--- config.mk ---
export PLATFORM = sky130hd
export DESIGN_NAME = sonic_vc_demux_pkt
export DESIGN_NICKNAME = d
export VERILOG_FILES = /design/src/rtl/sonic_vc_demux_pkt.sv
export SDC_FILE = /design/constraint.sdc
export NUM_CORES = 1
export LEC_CHECK = 0
export ABC_AREA = 0
export CAP_MARGIN = 20
export CORE_AREA = 2 2 321 323
export CTS_BUF_LIST = sky130_fd_sc_hd__clkbuf_4 sky130_fd_sc_hd__clkbuf_8
export DETAILED_ROUTE_END_ITERATION = 8
export DIE_AREA = 0 0 323 325
export GPL_ROUTABILITY_DRIVEN = 0
export GPL_TIMING_DRIVEN = 1
export SYNTH_ARGS = -nofsm -noshare
export SYNTH_HDL_FRONTEND = slang
export SYNTH_SLANG_ARGS = --single-unit
--- constraint.sdc ---
create_clock -name clk -period 21.4 [get_ports clk]
set_input_delay 2.14 -clock clk [delete_from_list [all_inputs] [get_ports clk]]
set_output_delay 2.14 -clock clk [all_outputs]
set_load 0.01 [all_outputs]
--- src/rtl/sonic_vc_demux_pkt.sv ---
`default_nettype none
// ---------------------------------------------------------------------------
// sonic_vc_demux_pkt : packet-aware N-channel Avalon-ST demux with 2-entry skid,
// per-channel output registers and drop counting for unmapped channels. Rev 1.0
// ---------------------------------------------------------------------------
module sonic_vc_demux_pkt #(
  parameter int NUM_CH   = 4,
  parameter int CH_W     = 2,
  parameter int DATA_W   = 128,
  parameter int EMPTY_W  = 4,
  parameter int BARDEC_W = 8,
  parameter int BE_W     = 16
) (
  input  logic                         clk,
  input  logic                         reset,
  input  logic [CH_W-1:0]              in_channel,
  input  logic                         in_valid,
  output logic                         in_ready,
  input  logic [DATA_W-1:0]            in_data,
  input  logic                         in_startofpacket,
  input  logic                         in_endofpacket,
  input  logic [EMPTY_W-1:0]           in_empty,
  input  logic [BARDEC_W-1:0]          in_bardec,
  input  logic [BE_W-1:0]              in_be,
  output logic [NUM_CH-1:0]            out_valid,
  input  logic [NUM_CH-1:0]            out_ready,
  output logic [NUM_CH*DATA_W-1:0]     out_data,
  output logic [NUM_CH-1:0]            out_startofpacket,
  output logic [NUM_CH-1:0]            out_endofpacket,
  output logic [NUM_CH*EMPTY_W-1:0]    out_empty,
  output logic [NUM_CH*BARDEC_W-1:0]   out_bardec,
  output logic [NUM_CH*BE_W-1:0]       out_be,
  output logic [15:0]                  drop_count,
  output logic                         sop_err
);

  localparam int OW = 2 + EMPTY_W + BARDEC_W + BE_W + DATA_W;
  localparam int PW = CH_W + OW;
  localparam logic [CH_W:0] C_NUM_CH = (CH_W+1)'(NUM_CH);

  typedef enum logic [1:0] {
    IDLE = 2'd0,
    FWD  = 2'd1,
    DROP = 2'd2
  } state_t;

  state_t          state;
  state_t          next_state;
  logic [CH_W-1:0] lock_ch;

  logic [PW-1:0]   skid_mem [2];
  logic            wr_ptr;
  logic            rd_ptr;
  logic [1:0]      skid_cnt;
  logic [1:0]      cnt_next;
  logic            push;
  logic            pop;

  logic [PW-1:0]   head;
  logic            head_valid;
  logic [CH_W-1:0] head_ch;
  logic            head_sop;
  logic            head_eop;
  logic            head_mapped;
  logic [OW-1:0]   head_pl;

  logic            fwd;
  logic            drop_new;
  logic            err;
  logic [CH_W-1:0] dest;
  logic            dest_free;
  logic [NUM_CH-1:0] stage_free;

  assign head        = skid_mem[rd_ptr];
  assign head_valid  = (skid_cnt != 2'd0);
  assign head_ch     = head[PW-1 -: CH_W];
  assign head_pl     = head[OW-1:0];
  assign head_sop    = head_pl[OW-1];
  assign head_eop    = head_pl[OW-2];
  assign head_mapped = ({1'b0, head_ch} < C_NUM_CH);

  assign push     = in_valid && in_ready;
  assign cnt_next = skid_cnt + 2'(push) - 2'(pop);

  // Skid occupancy; in_ready is registered from the next-cycle occupancy.
  always_ff @(posedge clk or posedge reset) begin
    if (reset) begin
      skid_cnt <= 2'd0;
      wr_ptr   <= 1'b0;
      rd_ptr   <= 1'b0;
      in_ready <= 1'b0;
    end else begin
      skid_cnt <= cnt_next;
      if (push) wr_ptr <= ~wr_ptr;
      if (pop)  rd_ptr <= ~rd_ptr;
      in_ready <= (cnt_next != 2'd2);
    end
  end

  always_ff @(posedge clk) begin
    if (push)
      skid_mem[wr_ptr] <= {in_channel, in_startofpacket, in_endofpacket,
                           in_empty, in_bardec, in_be, in_data};
  end

  // A SOP always restarts routing, whatever state the previous packet left.
  always_comb begin
    fwd        = 1'b0;
    drop_new   = 1'b0;
    err        = 1'b0;
    dest       = lock_ch;
    next_state = state;
    if (head_sop) begin
      err = (state != IDLE);
      if (head_mapped) begin
        fwd        = 1'b1;
        dest       = head_ch;
        next_state = head_eop ? IDLE : FWD;
      end else begin
        drop_new   = 1'b1;
        next_state = head_eop ? IDLE : DROP;
      end
    end else begin
      case (state)
        FWD: begin
          fwd = 1'b1;
          if (head_eop) next_state = IDLE;
        end
        DROP: begin
          if (head_eop) next_state = IDLE;
        end
        default: err = 1'b1;
      endcase
    end
  end

  always_comb begin
    dest_free = 1'b0;
    for (int k = 0; k < NUM_CH; k++) begin
      if (dest == CH_W'(k)) dest_free = stage_free[k];
    end
  end

  assign pop = head_valid && (!fwd || dest_free);

  always_ff @(posedge clk or posedge reset) begin
    if (reset) begin
      state      <= IDLE;
      lock_ch    <= '0;
      drop_count <= 16'd0;
      sop_err    <= 1'b0;
    end else begin
      sop_err <= pop && err;
      if (pop) begin
        state <= next_state;
        if (fwd) lock_ch <= dest;
        if (drop_new && (drop_count != 16'hFFFF)) drop_count <= drop_count + 16'd1;
      end
    end
  end

  for (genvar k = 0; k < NUM_CH; k++) begin : g_out
    logic          valid_r;
    logic [OW-1:0] pl_r;
    logic          load;

    assign load          = pop && fwd && (dest == CH_W'(k));
    assign stage_free[k] = out_ready[k] || !valid_r;

    always_ff @(posedge clk or posedge reset) begin
      if (reset)             valid_r <= 1'b0;
      else if (load)         valid_r <= 1'b1;
      else if (out_ready[k]) valid_r <= 1'b0;
    end

    always_ff @(posedge clk) begin
      if (load) pl_r <= head_pl;
    end

    assign out_valid[k]                          = valid_r;
    assign out_startofpacket[k]                  = pl_r[OW-1];
    assign out_endofpacket[k]                    = pl_r[OW-2];
    assign out_empty[k*EMPTY_W +: EMPTY_W]       = pl_r[OW-3 -: EMPTY_W];
    assign out_bardec[k*BARDEC_W +: BARDEC_W]    = pl_r[BE_W+DATA_W +: BARDEC_W];
    assign out_be[k*BE_W +: BE_W]                = pl_r[DATA_W +: BE_W];
    assign out_data[k*DATA_W +: DATA_W]          = pl_r[DATA_W-1:0];
  end

endmodule
`default_nettype wire
### Sequential cells coloured by netlist name, run 1

Bar = 100 um.
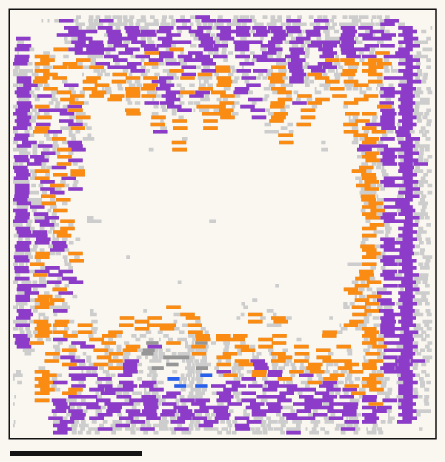
[g_out.valid_r] blue | flops: 4 | where: south
[g_out.pl_r] purple | flops: 632 | where: spread over the die
[skid_mem] orange | flops: 320 | where: spread over the die
not coloured: 9
flop share of the area: 0.653
area occupied by registers: 0.0289 mm^2

### Routed metal, one colour a layer, run 1

Bar = 100 um.
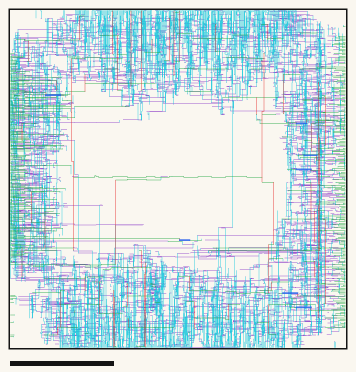
[met4] red | wire length: 2230 um
[met5] blue | wire length: 85.6 um
[met1] purple | wire length: 27.2 mm
[met3] green | wire length: 6900 um
[met2] cyan | wire length: 40.8 mm
WL/cell: 21.0 um
vias after detailed routing: 15.4k

==> metrics.yaml, run 1 <==
fin_crit_ns: 5.07
comb_area_mm2: 0.00232
clkSlewWorstSetupHoldPaths_ns: 0.06
post-route-util: 0.437
initCoreUtil: 0.310
path_class: "reg2reg"
comb-power_mw: 1.78
die_width_um: 323
lay_top_count: "edfxtp_1"
synth.yosys.seq_area_share: 0.921
inverters: 5
seqPwrFrac: 0.479
viasPerCell: 4.18
cp_cell_sequence: "buf_4 -> and3b_1 -> a211oi_4 -> nand3_1 -> nor2_4 -> buf_4 -> buf_4"
r2r_start: "rd_ptr"
logic_family: "multiplexers"
largest-register: "g_out.pl_r"
ant_nets: 0
outcome: "completed"
core.rowCount: 117
buffers: 823
rsz0062_at_grt: "no"
yosys-stat-cells: 1226
powerClk_mw: 1.56
ctsHoldBuffers: 0
num-clock-buffers: 211
largest_class: "flip-flops and latches"
cp.depth: 7
netSwitchingPower_mw: 1.84
grt_first_pass_wirelength_um: 109000
final-clk-cell-share: 0.0696
p_seq_mw: 3.07
yosys_most_used_dff: "edfxtp_1"
die-area_mm2: 0.105
overflow: 0
worstRegToRegCells: 7
dr.first_iter.drc_count: 916
grt_pass1_vias: 16500
avgSynthCellArea_um2: 25.6
synth_chip_area_mm2: 0.0314
### Nets reached from selected ports, run 1

Bar = 100 um.
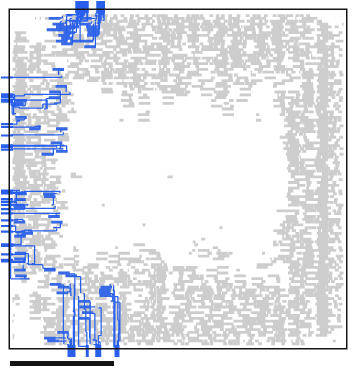
[out_be] blue | bits: 64 | direction: output | end cells: 64 | buffers: 64 | wire: 2630 um
Port Buffer Count: 804
# IOs: 821

### Routing congestion map, run 1

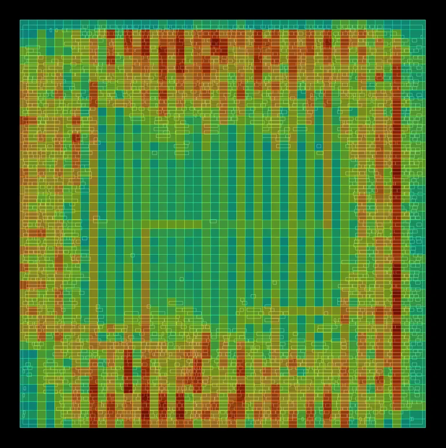
GR Util met1: 0.148
GRT met2 Usage: 0.250
M3 GR Usage: 0.0574
GRT Resource Usage Total: 0.143

--- run 2 (diff from run 1) ---
- CORE_AREA: 2 2 321 323 -> 2 2 319 321
- DIE_AREA: 0 0 323 325 -> 0 0 321 323
- clock period: 21.4 -> 4.45 ns (I/O delays scaled with it)
### Nets reached from selected ports, run 2

Bar = 100 um.
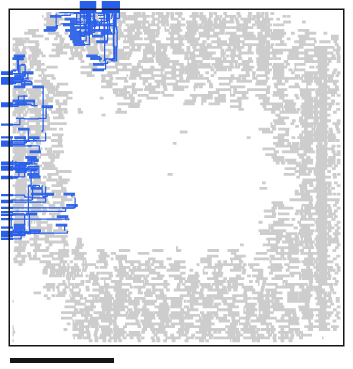
[out_be] blue | bits: 64 | direction: output | end cells: 64 | buffers: 64 | wire: 2380 um

### Routing congestion map, run 2

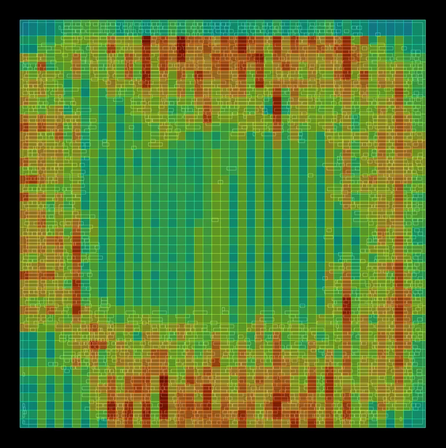
GRT met2 Usage: 0.273
GR Util met1: 0.145
WL/cell: 22.0 um
M3 GR Usage: 0.0699

==> metrics.yaml, run 2 <==
hpwl_um: 54500
cap_viol_max_count: 0
num-clock-buffers: 207
worstRegToRegCells: 7
portBuffers: 804
maxSlewHeadroom: 0.327
vias: 15500
grt.total_usage: 0.149
drt-pass1-iter-count: 4
fin_crit_ns: 3.08
comb-power_mw: 8.85
ctsHoldBuffers: 1
synth.yosys.seq_area_share: 0.921
largest-register: "g_out.pl_r"
r2r_slack_ns: 1.37
grt_pass1_vias: 16400
grt_first_pass_wirelength_um: 111000
yosys_most_used_dff: "edfxtp_1"
die-area_mm2: 0.104
flop_area_mm2: 0.0289
taps: 1309
holdWs_ns: 0.229
die_width_um: 321
synthArstFlopShare: 0.0135
seq-cell-share: 0.652
powerClk_mw: 7.34
avgSynthCellArea_um2: 25.6
netSwitchingPower_mw: 8.99
r2r_start: "rd_ptr"
final-clk-cell-share: 0.0686
placed_cell_area_mm2: 0.0413
largest_class: "flip-flops and latches"
finalSetupViolCount: 0
viasPerCell: 4.28
p_seq_mw: 14.7
cp.depth: 7
logic_family: "multiplexers"
core.rowCount: 117
ant_nets: 0
inverters: 5
lay_top_count: "edfxtp_1"
buffers: 829
htree_num_levels: 4
path_class: "reg2reg"
post-route-util: 0.440
cpLargestDelayFamily: "simple AND/OR/NAND/NOR gates"
dr.first_iter.drc_count: 819
initCoreUtil: 0.312
synth_chip_area_mm2: 0.0314
ios: 821
yosys-stat-cells: 1226
comb_area_mm2: 0.00233
cp_cell_sequence: "mux2i_2 -> ha_1 -> or2_2 -> nor2_1 -> nand2_1 -> nor2_4 -> buf_12"
seqPwrFrac: 0.476
rsz0062_at_grt: "no"
area_leaders: "edfxtp_1 91%, mux2_2 5.6%, dfrtp_1 1.0%"
combPwrFrac: 0.286
outcome: "completed"
hold_depth: 1
yosys_warnings: 0
overflow: 0
clkSlewWorstSetupHoldPaths_ns: 0.06
drt_wl_total_um: 79900
